$ cat src/rtl/awg_pkg.sv
// Shared types and constants for the AWG command datapath.
package awg_pkg;

    localparam int unsigned BYTE_W = 8;
    localparam int unsigned ERR_W  = 2;

    // Frame defaults
    localparam logic [BYTE_W-1:0] SYNC_BYTE_DEF = 8'hA5;
    localparam logic [BYTE_W-1:0] CMD_RAM_DEF   = 8'h01;
    localparam logic [BYTE_W-1:0] CMD_REG_DEF   = 8'h02;

    // err_code encodings
    localparam logic [ERR_W-1:0] ERR_TIMEOUT  = 2'd0;
    localparam logic [ERR_W-1:0] ERR_BAD_CMD  = 2'd1;
    localparam logic [ERR_W-1:0] ERR_BAD_LEN  = 2'd2;
    localparam logic [ERR_W-1:0] ERR_CHECKSUM = 2'd3;

    // Parser frame position
    typedef enum logic [2:0] {
        ST_IDLE = 3'd0,
        ST_CMD  = 3'd1,
        ST_ADDR = 3'd2,
        ST_LEN  = 3'd3,
        ST_DATA = 3'd4,
        ST_CHK  = 3'd5
    } state_t;

endpackage

$ cat src/rtl/byte_timeout.sv
// Restartable inter-byte watchdog: reloads on every byte, flags expiry when
// the count runs out while enabled and no byte arrives in that same cycle.
module byte_timeout #(
    parameter int unsigned TIMEOUT_CYCLES = 32'd1_000_000
) (
    input  logic clk,
    input  logic rst_n,
    input  logic restart,
    input  logic enable,
    output logic expired_c
);

    localparam int unsigned CNT_W = $clog2(TIMEOUT_CYCLES + 1);
    localparam logic [CNT_W-1:0] CNT_LOAD = CNT_W'(TIMEOUT_CYCLES);

    logic [CNT_W-1:0] cnt;

    // Down-counter held at the load value while disabled, stops at zero
    always_ff @(posedge clk or negedge rst_n) begin
        if (!rst_n) begin
            cnt <= CNT_LOAD;
        end else if (restart || !enable) begin
            cnt <= CNT_LOAD;
        end else if (cnt != '0) begin
            cnt <= cnt - CNT_W'(1);
        end
    end

    // A byte arriving on the expiry cycle takes priority over the timeout
    assign expired_c = enable && !restart && (cnt == '0);

endmodule

$ cat src/rtl/uart_cmd_parser.sv
// Frames UART bytes into RAM-burst / register-write commands with XOR
// checksum, inter-byte timeout and resync on the next sync byte.
module uart_cmd_parser
    import awg_pkg::*;
#(
    parameter logic [7:0]  SYNC_BYTE      = SYNC_BYTE_DEF,
    parameter int unsigned TIMEOUT_CYCLES = 32'd1_000_000,
    parameter logic [7:0]  CMD_RAM        = CMD_RAM_DEF,
    parameter logic [7:0]  CMD_REG        = CMD_REG_DEF
) (
    input  logic       clk,
    input  logic       rst_n,
    input  logic [7:0] uart_data,
    input  logic       data_valid,
    output logic       ram_we,
    output logic [7:0] ram_addr,
    output logic [7:0] ram_wdata,
    output logic       reg_we,
    output logic [7:0] reg_addr,
    output logic [7:0] reg_wdata,
    output logic       frame_ok,
    output logic       frame_err,
    output logic [1:0] err_code
);

    state_t            state;
    logic              is_reg;
    logic [BYTE_W-1:0] base_addr;
    logic [BYTE_W-1:0] offset;
    logic [BYTE_W-1:0] byte_cnt;
    logic [BYTE_W-1:0] chk_acc;
    logic [BYTE_W-1:0] shadow_data;
    logic              timeout_c;

    byte_timeout #(
        .TIMEOUT_CYCLES(TIMEOUT_CYCLES)
    ) u_timeout (
        .clk       (clk),
        .rst_n     (rst_n),
        .restart   (data_valid),
        .enable    (state != ST_IDLE),
        .expired_c (timeout_c)
    );

    // Frame FSM with registered strobes and held address/data outputs
    always_ff @(posedge clk or negedge rst_n) begin
        if (!rst_n) begin
            state       <= ST_IDLE;
            is_reg      <= 1'b0;
            base_addr   <= '0;
            offset      <= '0;
            byte_cnt    <= '0;
            chk_acc     <= '0;
            shadow_data <= '0;
            ram_we      <= 1'b0;
            ram_addr    <= '0;
            ram_wdata   <= '0;
            reg_we      <= 1'b0;
            reg_addr    <= '0;
            reg_wdata   <= '0;
            frame_ok    <= 1'b0;
            frame_err   <= 1'b0;
            err_code    <= ERR_TIMEOUT;
        end else begin
            ram_we    <= 1'b0;
            reg_we    <= 1'b0;
            frame_ok  <= 1'b0;
            frame_err <= 1'b0;

            if (data_valid) begin
                case (state)
                    ST_IDLE: begin
                        if (uart_data == SYNC_BYTE) begin
                            state <= ST_CMD;
                        end
                    end

                    ST_CMD: begin
                        if (uart_data == CMD_RAM || uart_data == CMD_REG) begin
                            is_reg  <= (uart_data == CMD_REG);
                            chk_acc <= uart_data;
                            state   <= ST_ADDR;
                        end else begin
                            frame_err <= 1'b1;
                            err_code  <= ERR_BAD_CMD;
                            state     <= ST_IDLE;
                        end
                    end

                    ST_ADDR: begin
                        base_addr <= uart_data;
                        chk_acc   <= chk_acc ^ uart_data;
                        state     <= ST_LEN;
                    end

                    ST_LEN: begin
                        chk_acc <= chk_acc ^ uart_data;
                        offset  <= '0;
                        if (is_reg && uart_data != 8'd1) begin
                            frame_err <= 1'b1;
                            err_code  <= ERR_BAD_LEN;
                            state     <= ST_IDLE;
                        end else if (uart_data == 8'd0) begin
                            state <= ST_CHK;
                        end else begin
                            byte_cnt <= uart_data;
                            state    <= ST_DATA;
                        end
                    end

                    ST_DATA: begin
                        chk_acc <= chk_acc ^ uart_data;
                        if (is_reg) begin
                            shadow_data <= uart_data;
                        end else begin
                            // Address wraps naturally at 8 bits
                            ram_we    <= 1'b1;
                            ram_addr  <= base_addr + offset;
                            ram_wdata <= uart_data;
                            offset    <= offset + 8'd1;
                        end
                        byte_cnt <= byte_cnt - 8'd1;
                        if (byte_cnt == 8'd1) begin
                            state <= ST_CHK;
                        end
                    end

                    ST_CHK: begin
                        if (uart_data == chk_acc) begin
                            frame_ok <= 1'b1;
                            if (is_reg) begin
                                reg_we    <= 1'b1;
                                reg_addr  <= base_addr;
                                reg_wdata <= shadow_data;
                            end
                        end else begin
                            frame_err <= 1'b1;
                            err_code  <= ERR_CHECKSUM;
                        end
                        state <= ST_IDLE;
                    end

                    default: begin
                        state <= ST_IDLE;
                    end
                endcase
            end else if (timeout_c) begin
                frame_err <= 1'b1;
                err_code  <= ERR_TIMEOUT;
                state     <= ST_IDLE;
            end
        end
    end

endmodule

$ cat config.mk
export PLATFORM = sky130hd
export DESIGN_NAME = uart_cmd_parser
export DESIGN_NICKNAME = d
export VERILOG_FILES = /design/src/rtl/awg_pkg.sv /design/src/rtl/byte_timeout.sv /design/src/rtl/uart_cmd_parser.sv
export SDC_FILE = /design/constraint.sdc
export NUM_CORES = 1
export LEC_CHECK = 0
export CORE_UTILIZATION = 25
export DETAILED_ROUTE_END_ITERATION = 10
export GPL_ROUTABILITY_DRIVEN = 0
export MAX_ROUTING_LAYER = met4
export SKIP_LAST_GASP = 1
export SYNTH_ARGS = -nofsm -noshare
export SYNTH_HDL_FRONTEND = slang
export SYNTH_SLANG_ARGS = --single-unit
export TNS_END_PERCENT = 1
$ cat constraint.sdc
create_clock -name clk -period 4.8 [get_ports clk]
set_input_delay 0.72 -clock clk [delete_from_list [all_inputs] [get_ports clk]]
set_output_delay 0.72 -clock clk [all_outputs]
set_load 0.01 [all_outputs]
Fig. 1: register map, names as in the netlist
Other sequential cells in the stronger grey, the rest of the logic in the fainter grey.
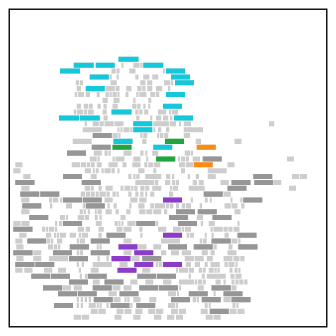
Key: `state` = green [sequential cells 3]; `err_code` = orange [sequential cells 2]; `base_addr` = purple [sequential cells 8, where south]; `u_timeout.cnt` = cyan [sequential cells 20]
Seq/total area: 0.410
Register Area: 2560 um2
Seq. pwr: 1.24 mW
final core utilization: 0.307

Fig. 2: pin map
Pins as bars across the die edge, other pins in grey.
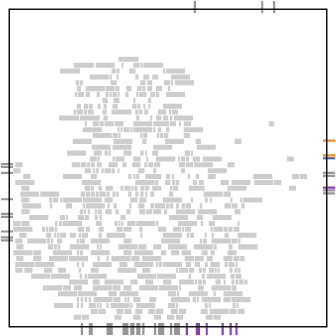
Key: `ram_addr` = purple [pins 8, direction output, edge 7 south, 1 east]; `frame_err` = blue [pins 1, direction output, edge east]; `err_code` = orange [pins 2, direction output, edge east]
All pins by edge: 29 south, 9 west, 8 east, 3 north.

==> results_slide.txt <==
Run Summary

Routing
  – Antenna Nets Post-Route: 0
  – Avg WL per Cell: 14.7 um
  – Total Wirelength: 12.1 mm
  – Via count: 3891
  – First DRT Iteration DRCs: 183

Outcome
  – Outcome: completed

Pwr
  – Power Density: 446 nW/um2
  – Max VDD drop: 250 uV
  – Total power draw: 2.78 mW

Yosys
  – Biggest area cells: dfrtp_1, nand2_1, mux2_2
  – Dominant flop cell: dfrtp_1
  – Cells in synth_stat.txt: 513
  – Ys flops: 102
  – Most instantiated library cell after synthesis: dfrtp_1
  – Post-Syn Instances: 513
  – Post-synth top cells: dfrtp_1, nand2_1, o21ai_0, nor2_1, mux2_2
  – Top cell type's share of synthesized area: 0.454
  – Share of flip-flops with an asynchronous set or reset: 1.00

Timing
  – Setup Skew: 0.00985 ns
  – Worst-Margin Slew: 0.900 ns
  – # setup viols final: 0
  – Fin Setup TNS: 0 ns

Clocking
  – Clk_lat worst skew: 0.36 ns
  – Worst-path clk slew: 0.07 ns
  – CTS Hold Buffers Added: 0

Worst setup path
  – CP Buf/Inv Count: 2
  – R2R Path End: ram_addr[6]
  – Critical Path Max Stage Delay: 0.91 ns
  – Critical path's slowest cell: clkdlybuf4s50_1
  – Worst path required time: 5.04 ns
  – Worst EP arrival: 3.05 ns

Placed design
  – PortBufs: 48

Global route
  – Largest net degree at the start of global routing: 72
  – Initial antenna violation count: 0

Finish
  – Largest register FFs: 20
  – Reg with most FFs: u_timeout.cnt
  – Finished Layout Cells: 827
  – # fillers: 2081

Flow run
  – OpenROAD warnings: 28

Floorplan
  – I/O pin count: 49
  – Floorplan core density: 0.257
Fig. 3: the clock network
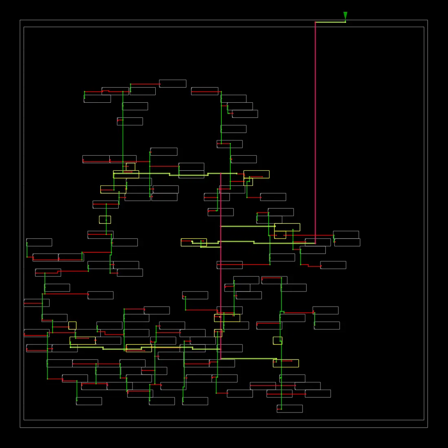
layout clock buffer count: 9
total CTS buffers: 9

-- metal layers --
metal  part of all wire  vias up  track usage  wire, um
li1                   -     1906            -         -
met1               0.50     1927        0.167      6120
met2               0.45       48        0.177      5420
met3              0.035       10       0.0319       419
met4              0.013        0       0.0354       162
met5                  0        -            -         0
-- power by group --
group / leakage [nW] / internal [mW] / switching [mW] / total, mW
clock network: 0.136 / 0.364 / 0.352 / 0.716
logic: 1.14 / 0.373 / 0.450 / 0.823
registers: 1.32 / 1.04 / 0.200 / 1.24
total: 2.60 / 1.78 / 1.00 / 2.78
-- cell families (layout without fill, tap and decap cells) --
logic type                 Yosys count  after routing  synth area share
AOI/OAI and AO/OA                  102            102             0.124
xor gates and xnor gates            31             31            0.0519
adders and majority gates           13             13            0.0325
buffers and inverters               39             83            0.0330
DFF                                102            102             0.490
muxes                               36             36            0.0770
and+or+nand+nor                    190            190             0.192
-- cell type report --
type / count / area, um2 / area share
sequential: 102 / 2560 / 0.410
timing repair buffer: 51 / 500 / 0.0801
inverter: 16 / 60.1 / 0.00962
clock buffer: 9 / 225 / 0.0361
tap: 270 / 338 / 0.0541
multi-input combinational: 372 / 2500 / 0.400
clock inverter: 7 / 63.8 / 0.0102
-- layout by cell type, fill, tap and decap left out, types with 3 or more instances in the layout --
cell type,n
o21ai_0,35
ha_1,12
o41ai_1,4
nor4_1,7
nand2_1,75
o31ai_1,3
mux2_1,10
nor2_1,28
nor4_4,3
inv_1,15
o21ai_1,3
buf_4,4
dfrtp_1,95
mux2_2,24
nand3_1,11
a21oi_1,16
or3_1,8
nor2b_1,3
clkdlybuf4s50_1,47
nand2b_1,5
clkbuf_16,9
nand3b_1,3
dfstp_2,7
xnor2_1,19
xor2_1,12
nand4_1,10
nor3_1,15
o22ai_1,4
o211ai_1,12
a211oi_1,6
and3_1,3
-- through the flow --
| step | hold WS, ns | cell area (um2) |
|---|---|---|
| after detailed placement | 0.466 | 5960 |
| after CTS | 0.486 | 6250 |
| final | 0.481 | 6250 |
| after floorplan | 0.424 | 5230 |
| after global routing | 0.508 | 6250 |
| after global placement | 0.463 | 5960 |
-- how the worst max path moves through the flow --
stage,slack [ns],to,depth (start not counted),startpoint
after floorplan,2.39,reg_addr[0],6,uart_data[7]
after global placement,1.60,reg_wdata[3],6,uart_data[1]
after detailed placement,1.64,reg_wdata[2],6,uart_data[1]
after CTS,2.01,reg_wdata[1],6,uart_data[1]
after global routing,1.92,reg_wdata[2],6,uart_data[1]
final,1.99,reg_wdata[1],6,uart_data[1]
No activity file was given, so power comes from the tool's default toggle rates.
